==> config.mk <==
export PLATFORM = sky130hd
export DESIGN_NAME = scoreboard_fwd
export DESIGN_NICKNAME = d
export VERILOG_FILES = /design/src/rtl/scoreboard_fwd.sv
export SDC_FILE = /design/constraint.sdc
export NUM_CORES = 1
export LEC_CHECK = 0
export CAP_MARGIN = 5
export CORE_MARGIN = 4
export CORE_UTILIZATION = 47
export DETAILED_ROUTE_END_ITERATION = 6
export PLACE_DENSITY = 0.82
export SYNTH_ARGS = -nofsm -noshare
export SYNTH_HDL_FRONTEND = slang
export SYNTH_SLANG_ARGS = --single-unit
==> constraint.sdc <==
create_clock -name clock -period 9.7 [get_ports clock]
set_input_delay 1.94 -clock clock [delete_from_list [all_inputs] [get_ports clock]]
set_output_delay 1.94 -clock clock [all_outputs]
set_load 0.005 [all_outputs]
==> src/rtl/scoreboard_fwd.sv <==
// Hazard/forwarding scoreboard between decode and execute: tracks in-flight destinations,
// picks forward sources per operand, stalls on load-use. Optional counters: SCOREBOARD_FWD_STATS_EN.
module scoreboard_fwd_opnd #(
  parameter int AW         = 5,
  parameter int DEPTH      = 3,
  parameter int READY_ALU  = 1,
  parameter int READY_LOAD = 2,
  parameter int SW         = 2
) (
  input  logic [DEPTH:1]         slot_vld,
  input  logic [DEPTH:1][AW-1:0] slot_dest,
  input  logic [DEPTH:1]         slot_ld,
  input  logic [AW-1:0]          idx,
  input  logic                   used,
  output logic [SW-1:0]          sel,
  output logic                   not_ready
);
  int   hit_k;
  logic hit_ld;

  always_comb begin
    sel       = '0;
    not_ready = 1'b0;
    hit_k     = 0;
    hit_ld    = 1'b0;
    // Walk oldest to youngest so the youngest producer overwrites.
    for (int k = DEPTH; k >= 1; k--) begin
      if (slot_vld[k] && slot_dest[k] == idx) begin
        hit_k  = k;
        hit_ld = slot_ld[k];
      end
    end
    if (used && idx != '0 && hit_k != 0) begin
      if (hit_k >= (hit_ld ? READY_LOAD : READY_ALU)) sel = SW'(hit_k);
      else                                             not_ready = 1'b1;
    end
  end
endmodule

module scoreboard_fwd #(
  parameter int NREGS      = 32,
  parameter int AW         = 5,
  parameter int DEPTH      = 3,
  parameter int READY_ALU  = 1,
  parameter int READY_LOAD = 2,
  parameter int SW         = 2
) (
  input  logic             clock,
  input  logic             reset,
  input  logic             issue_valid,
  input  logic             issue_writes,
  input  logic             issue_is_load,
  input  logic [AW-1:0]    issue_dest,
  input  logic [AW-1:0]    src1,
  input  logic [AW-1:0]    src2,
  input  logic             src1_used,
  input  logic             src2_used,
  input  logic             flush,
  output logic             stall,
  output logic [SW-1:0]    fwd_sel1,
  output logic [SW-1:0]    fwd_sel2,
  output logic [NREGS-1:0] busy
`ifdef SCOREBOARD_FWD_STATS_EN
  ,
  output logic [15:0]      stall_count,
  output logic [15:0]      fwd_count,
  output logic [15:0]      flush_count
`endif
);
  logic [DEPTH:1]           slot_vld;
  logic [DEPTH:1]           slot_ld;
  logic [DEPTH:1][AW-1:0]   slot_dest;
  logic [1:0][AW-1:0]       op_idx;
  logic [1:0]               op_used;
  logic [1:0][SW-1:0]       op_sel;
  logic [1:0]               op_nr;

  assign op_idx  = {src2, src1};
  assign op_used = {src2_used, src1_used};

  for (genvar g = 0; g < 2; g++) begin : g_op
    scoreboard_fwd_opnd #(
      .AW(AW), .DEPTH(DEPTH), .READY_ALU(READY_ALU), .READY_LOAD(READY_LOAD), .SW(SW)
    ) u_op (
      .slot_vld(slot_vld), .slot_dest(slot_dest), .slot_ld(slot_ld),
      .idx(op_idx[g]), .used(op_used[g]), .sel(op_sel[g]), .not_ready(op_nr[g])
    );
  end

  assign stall    = issue_valid & ~flush & (|op_nr);
  assign fwd_sel1 = op_sel[0];
  assign fwd_sel2 = op_sel[1];

  always_comb begin
    busy = '0;
    for (int k = 1; k <= DEPTH; k++)
      if (slot_vld[k] && int'(slot_dest[k]) < NREGS) busy[slot_dest[k]] = 1'b1;
    busy[0] = 1'b0;
  end

  // Flush kills both the decode instruction and the one leaving execute.
  always_ff @(posedge clock or posedge reset) begin
    if (reset) begin
      slot_vld  <= '0;
      slot_ld   <= '0;
      slot_dest <= '0;
    end else begin
      slot_vld[1]  <= issue_valid & issue_writes & (issue_dest != '0) & ~stall & ~flush;
      slot_dest[1] <= issue_dest;
      slot_ld[1]   <= issue_is_load;
      for (int k = 2; k <= DEPTH; k++) begin
        slot_vld[k]  <= slot_vld[k-1] & ~(flush && k == 2);
        slot_dest[k] <= slot_dest[k-1];
        slot_ld[k]   <= slot_ld[k-1];
      end
    end
  end

`ifdef SCOREBOARD_FWD_STATS_EN
  always_ff @(posedge clock or posedge reset) begin
    if (reset) begin
      stall_count <= '0;
      fwd_count   <= '0;
      flush_count <= '0;
    end else begin
      if (stall && stall_count != 16'hFFFF) stall_count <= stall_count + 16'd1;
      if ((fwd_sel1 != '0 || fwd_sel2 != '0) && !stall && fwd_count != 16'hFFFF)
        fwd_count <= fwd_count + 16'd1;
      if (flush && flush_count != 16'hFFFF) flush_count <= flush_count + 16'd1;
    end
  end
`endif
endmodule

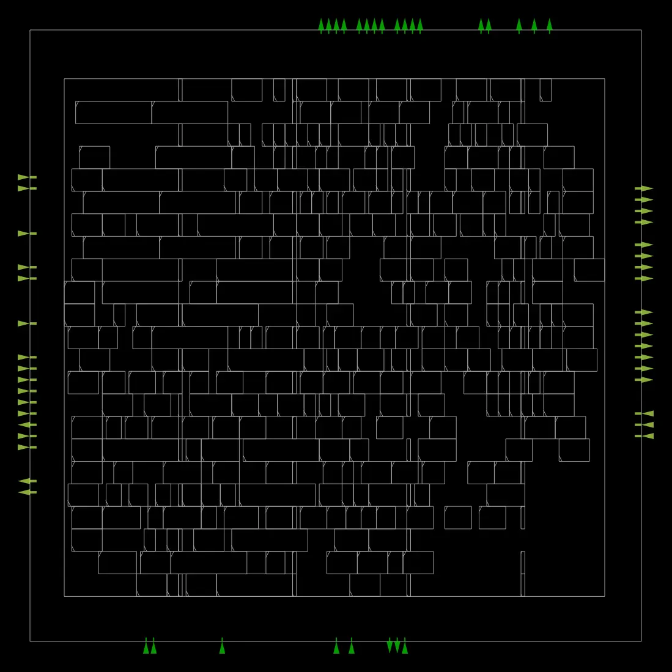
run_1/final_placement.png
final std cells w/o fill: 351
Core ar.: 4090 um^2
Filler Cells Inserted: 387
count of sequential standard cells: 21
fraction of area in registers: 20.1%

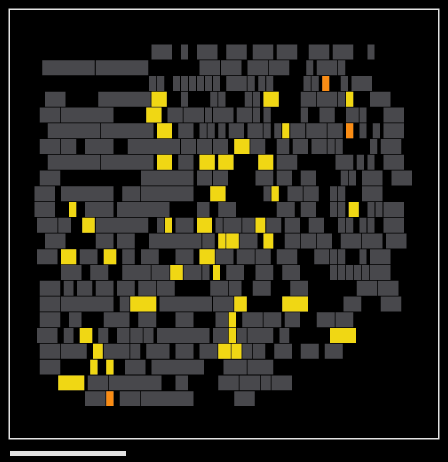
run_1/gate_families.png
Scale bar: 20 um.
inverters: marked orange, cells 3, most used inv_1. NOR gates: marked yellow, cells 40, most used nor3b_1.

==> summary.rpt, run 1 <==
TIMING
--------------------------------------------------------------------------------
Number of pins exceeding their max-slew limit in the final report              0
Worst-case hold slack                                                   0.405 ns
Max transition margin                                                      31.5%
Minimum period implied by the final worst setup slack                    7.19 ns
Share of the cycle needed by the critical path after routing               74.2%
Tightest Pin Transition                                                  1.03 ns
# setup viols final                                                            0
PnR worst setup slack                                                    2.51 ns
Final Skew                                                            0.00394 ns
Number of endpoints with negative hold slack in the final report               0
Setup TNS                                                                   0 ns
Fmax                                                                     139 MHz

FLOORPLAN
--------------------------------------------------------------------------------
Tap Count                                                                     50
X dimension of the die                                                   73.9 um
Floorplan die height                                                     73.9 um
DIE AREA                                                               5460 um^2
Total I/O pin count                                                           60

CLOCK NETWORK
--------------------------------------------------------------------------------
Number of resized instances in the post-cts repair step                        0
Buffer type at the clock tree root                                  sky130_fd_sc_hd__clkbuf_8
CTS Hold Buffers Added                                                         0
Reg clk slew, reported paths                                             0.07 ns
CTS tree                                                                   built
Insertion delay of the later-clocked pin in the worst-skew pair          0.25 ns
Number of buffers between clock root and the deepest sink                      2
Post-CTS setup-driven buffer insertion count                                   0
Cts bufs inserted                                                              3

CRITICAL PATH
--------------------------------------------------------------------------------
Data arrival, critical path                                              5.25 ns
Slowest Stage Delay on Critical Path                                     0.52 ns
Worst flop-to-flop path startpoint                                  slot_dest[9]
Reg2Reg Depth                                                                 11
Endpoint required time on the critical path                              7.76 ns
Logic depth of the worst path, buffers included                               13
Buf+Inv Stages, Crit Path                                                      2
Kind of end point of the critical path                               output port
Kind of critical path                                               primary input to output port
Register-to-Register Setup Slack                                         6.74 ns
Worst r2r dst                                                        slot_vld[1]
Max Fanout on Critical Path                                                    4
CP endpoint                                                                stall
Critical path's top delay family                                    buffers and inverters
Slowest cell on crit path                                           sky130_fd_sc_hd__clkdlybuf4s50_1
Source of the critical timing path                                       src1[4]
Kind of launch point of the worst setup path                        primary input

ROUTING
--------------------------------------------------------------------------------
Met3 routed wirelength                                                    458 um
Via count                                                                  2,069
Detailed route wirelength on metal2                                      2.85 mm
Top Layer Used                                                              met4
Antenna Violating Nets Remaining                                               0
Mean number of vias per cell                                                5.89
Average detailed-routed wire length per instance                         16.4 um
Drt first-iter violations                                                    179
Post-route DRC                                                                 0
Wire length reported by the detailed router                              5.76 mm
Met1 WL                                                                  2.41 mm

SYNTHESIS
--------------------------------------------------------------------------------
Mux share of post-synthesis cell area                                      2.08%
Total of warnings raised by yosys                                              0
Post-synthesis chip area from yosys                                    2040 um^2
Flip-flops with a built-in enable                                              0
Ranking of synthesized cells by instance count                      sky130_fd_sc_hd__nand2_1, sky130_fd_sc_hd__a22oi_1, sky130_fd_sc_hd__xor2_1, sky130_fd_sc_hd__dfrtp_1, sky130_fd_sc_hd__nor3b_1
Number of synthesized register bits                                           21
Post-Syn Area per Cell                                                 7.94 um^2
Async SR Flop Fraction                                                      100%
Dominant flop cell                                                  sky130_fd_sc_hd__dfrtp_1
Sequential-to-total area share from yosys stat                             25.8%
Cell Type Count                                                               34
Gate count after technology mapping                                          257
Top area contributor share                                                 25.8%
Cell with the most instances after synthesis                        sky130_fd_sc_hd__nand2_1
Synth Area in Simple Gates                                                 35.9%
Top cell type by total area after synthesis                         sky130_fd_sc_hd__dfrtp_1
Syn Std Cell Area                                                      2040 um^2
Dominant comb cell                                                  simple AND/OR/NAND/NOR gates
Fa+ha+maj area frac                                                        2.45%
Number of standard cells reported by yosys                                   257

POWER AND IR DROP
--------------------------------------------------------------------------------
Peak supply drop                                                      0.000106 V
Combinational share of power                                               20.2%
Power per standard cell area                                        75.5 nW/um^2
Leakage                                                               0.00114 uW
Relative contribution of the clock network to total power                  27.8%
Power, Total                                                              197 uW
Int Pwr                                                                   141 uW
Comb power                                                               39.7 uW
Portion of total power attributed to sequential cells                      52.0%
Switch share                                                               28.6%

GRT
--------------------------------------------------------------------------------
Met2 Usage GRT                                                             37.5%
Antenna violations before repair                                               0
GR Layer Usage met3                                                        1.64%
Met1 GRT Util                                                              28.4%
GR Overflow Total                                                              0
Number of global-route vias before repair                                  2,003
GRT Max-Usage Layer                                                         met2

LAYOUT
--------------------------------------------------------------------------------
Proportion of layout cells with a drive suffix above 1                     4.32%
Number of clock-tree buffers in the layout                                     3
Multi-input comb cells                                                       215
Most frequently placed logic cells in the final layout              sky130_fd_sc_hd__nand2_1, sky130_fd_sc_hd__clkdlybuf4s50_1, sky130_fd_sc_hd__a22oi_1
Area fraction of clock buffers and clock inverters                         1.77%
Inverters                                                                      3
Logic area                                                             1380 um^2
Logic share of the area                                                    53.0%
Register ranked first by flip-flop count                               slot_dest
Buffering overhead                                                         22.2%
Cell type taking the most area                                       logic gates
Final std cell area, no fill                                           2610 um^2
Top cell excl fill/tap                                              sky130_fd_sc_hd__nand2_1
Count of inserted antenna diode cells                                          0

PLACED DESIGN
--------------------------------------------------------------------------------
Cell count after placement                                                   347
Post-DP HPWL                                                             4.33 mm
Post-Place Cell Area                                                   2560 um^2
Routability-driven placement congestion ratio                              0.827
Buffers added on ports                                                        58

RUN STATUS
--------------------------------------------------------------------------------
Result of the run                                                   finished clean

WORST HOLD PATH
--------------------------------------------------------------------------------
Endpoint of the worst hold-timing path                                slot_ld[3]
Worst min path class                                                register to register
Worst hold path cell count                                                     0
Min-delay src                                                         slot_ld[2]

JOB
--------------------------------------------------------------------------------
Maximum Capacitance Violations                                                 0
Stage-log warning count                                                       26

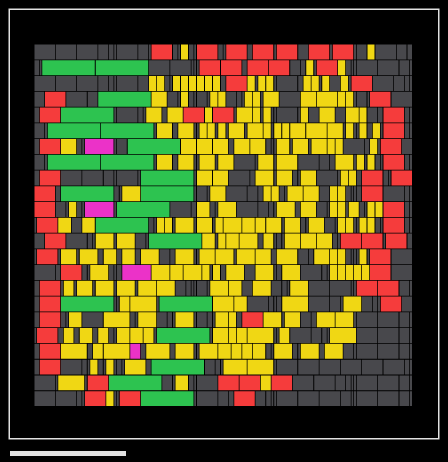
run_1/cell_classes.png
Scale bar: 20 um. Fill, decap, tap and diode cells in gray.
clock drivers and dummy loads: marked magenta, cells 4, share of their area 1.8%. flops: marked green, cells 21, share of their area 21%. other buffers and delay cells: marked red, cells 58, share of their area 23%. all other logic: marked yellow, cells 218, share of their area 55%.
number of standard-cell rows in the floorplan: 23
final core area utilization: 63.9%

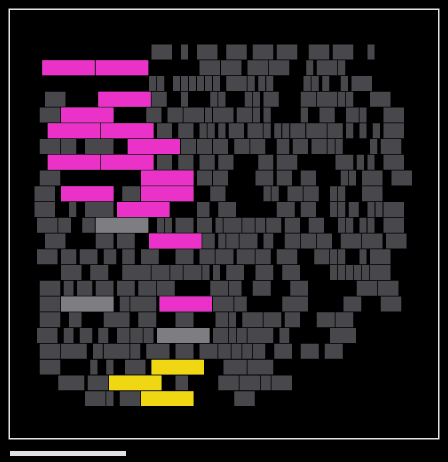
run_1/registers.png
Scale bar: 20 um.
slot_ld: marked yellow, flops 3. slot_dest: marked magenta, flops 15.
Another 3 sequential cells are not colored.
Reg area: 526 um^2
reported sequential group power: 103 uW

run_1/metal_stack.png
Scale bar: 20 um.
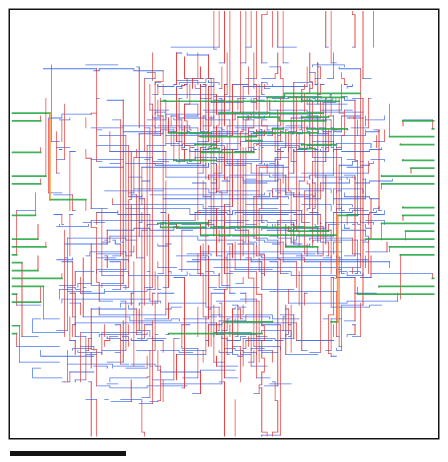

--- run 2 (diff from run 1) ---
Settings changed: CORE_UTILIZATION 47 to 43, PLACE_DENSITY 0.82 to 0.79.
Clock period 9.7 ns to 5.85 ns, I/O delays scaled along.
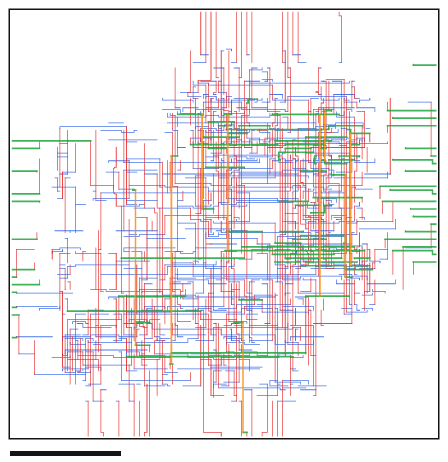
run_2/metal_stack.png
Scale bar: 20 um.
met1: marked blue, wire length 2,360 um. met4: marked orange, wire length 210 um. met3: marked green, wire length 620 um. met2: marked red, wire length 2,920 um.
wire length reported by the detailed router: 6.12 mm
overall track demand over capacity in global routing: 20.1%
via count: 2,163
average detailed-routed wire length per instance: 17.3 um

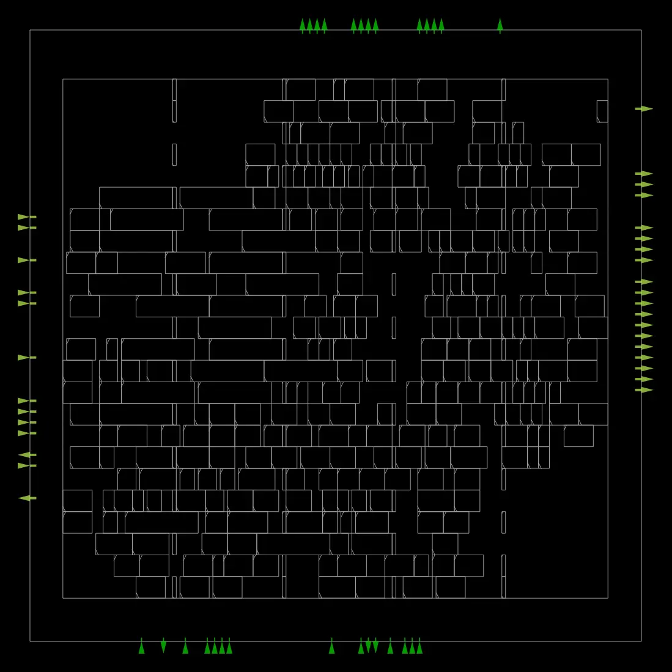
run_2/final_placement.png
final core area utilization: 58.6%
number of standard-cell rows in the floorplan: 24
Tap Count: 52
fraction of area in registers: 20.1%
Core ar.: 4470 um^2

==> run 2 against run 1 <==
Net effect: utilization down 5.3 points; sequential power increased by 66%; first-iteration DRC count up 38%; routed wire length rose by 6.2%; die size increased by 8.3%; count of clock-buffer cells in the layout is the same; power rose by 67%; largest power group unchanged; highest routed layer unchanged.
==> summary.rpt, run 2 <==
JOB
------------------------------------------------------------------------------
Stage-log warning count                                                     26
Maximum Capacitance Violations                                               0

ROUTING
------------------------------------------------------------------------------
Met3 routed wirelength                                                  619 um
Detailed route wirelength on metal2                                    2.92 mm
Met1 WL                                                                2.36 mm

RUN STATUS
------------------------------------------------------------------------------
Result of the run                                                 finished clean

GRT
------------------------------------------------------------------------------
GRT Max-Usage Layer                                                       met2
Number of global-route vias before repair                                2,075
Met2 Usage GRT                                                           34.5%
Met1 GRT Util                                                            24.2%
Antenna violations before repair                                             0
GR Layer Usage met3                                                      4.22%

CRITICAL PATH
------------------------------------------------------------------------------
CP endpoint                                                              stall
Worst r2r dst                                                      slot_vld[1]
Kind of end point of the critical path                             output port
Register-to-Register Setup Slack                                       2.82 ns
Slowest Stage Delay on Critical Path                                   0.51 ns
Buf+Inv Stages, Crit Path                                                    2
Critical path's top delay family                                  buffers and inverters
Kind of critical path                                             primary input to output port
Reg2Reg Depth                                                               11
Data arrival, critical path                                            4.46 ns

SYNTHESIS
------------------------------------------------------------------------------
Synth Area in Simple Gates                                               35.9%
Cell Type Count                                                             34
Cell with the most instances after synthesis                      sky130_fd_sc_hd__nand2_1
Dominant flop cell                                                sky130_fd_sc_hd__dfrtp_1
Post-synthesis chip area from yosys                                  2040 um^2
Number of synthesized register bits                                         21
Dominant comb cell                                                simple AND/OR/NAND/NOR gates
Number of standard cells reported by yosys                                 257

LAYOUT
------------------------------------------------------------------------------
Buffering overhead                                                       22.2%
Cell type taking the most area                                     logic gates
Multi-input comb cells                                                     215
Number of clock-tree buffers in the layout                                   3
Final std cell area, no fill                                         2620 um^2
Count of sequential standard cells                                          21
Most frequently placed logic cells in the final layout            sky130_fd_sc_hd__nand2_1, sky130_fd_sc_hd__clkdlybuf4s50_1, sky130_fd_sc_hd__a22oi_1
Proportion of layout cells with a drive suffix above 1                   4.98%
Reg area                                                              526 um^2

POWER AND IR DROP
------------------------------------------------------------------------------
Leakage                                                             0.00115 uW
Combinational share of power                                             20.1%
Int Pwr                                                                 234 uW
Relative contribution of the clock network to total power                27.8%
Comb power                                                             66.1 uW
Switch share                                                             29.0%
Peak supply drop                                                    0.000208 V
Portion of total power attributed to sequential cells                    52.1%
Reported sequential group power                                         171 uW

CLOCK NETWORK
------------------------------------------------------------------------------
CTS tree                                                                 built
Number of resized instances in the post-cts repair step                      0
Buffer type at the clock tree root                                sky130_fd_sc_hd__clkbuf_8
Insertion delay of the later-clocked pin in the worst-skew pair        0.26 ns

TIMING
------------------------------------------------------------------------------
Tightest Pin Transition                                                1.04 ns
Final Skew                                                          0.00146 ns
Setup TNS                                                                 0 ns
Fmax                                                                   178 MHz

FLOORPLAN
------------------------------------------------------------------------------
DIE AREA                                                             5910 um^2
X dimension of the die                                                 76.9 um

WORST HOLD PATH
------------------------------------------------------------------------------
Worst hold path cell count                                                   0
Min-delay src                                                       slot_ld[2]

PLACED DESIGN
------------------------------------------------------------------------------
Post-DP HPWL                                                           4.38 mm

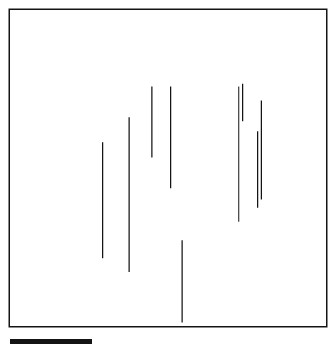
run_2/met4.png
Scale bar: 20 um.
The wires run mostly vertical. 8 nets have wire on it. The longest straight run is 37.4 um. The layer carries 210 um of wire. The layer holds 3.4% of the routed length.

Power figures rest on the tool's default switching activity, not on a simulated workload.
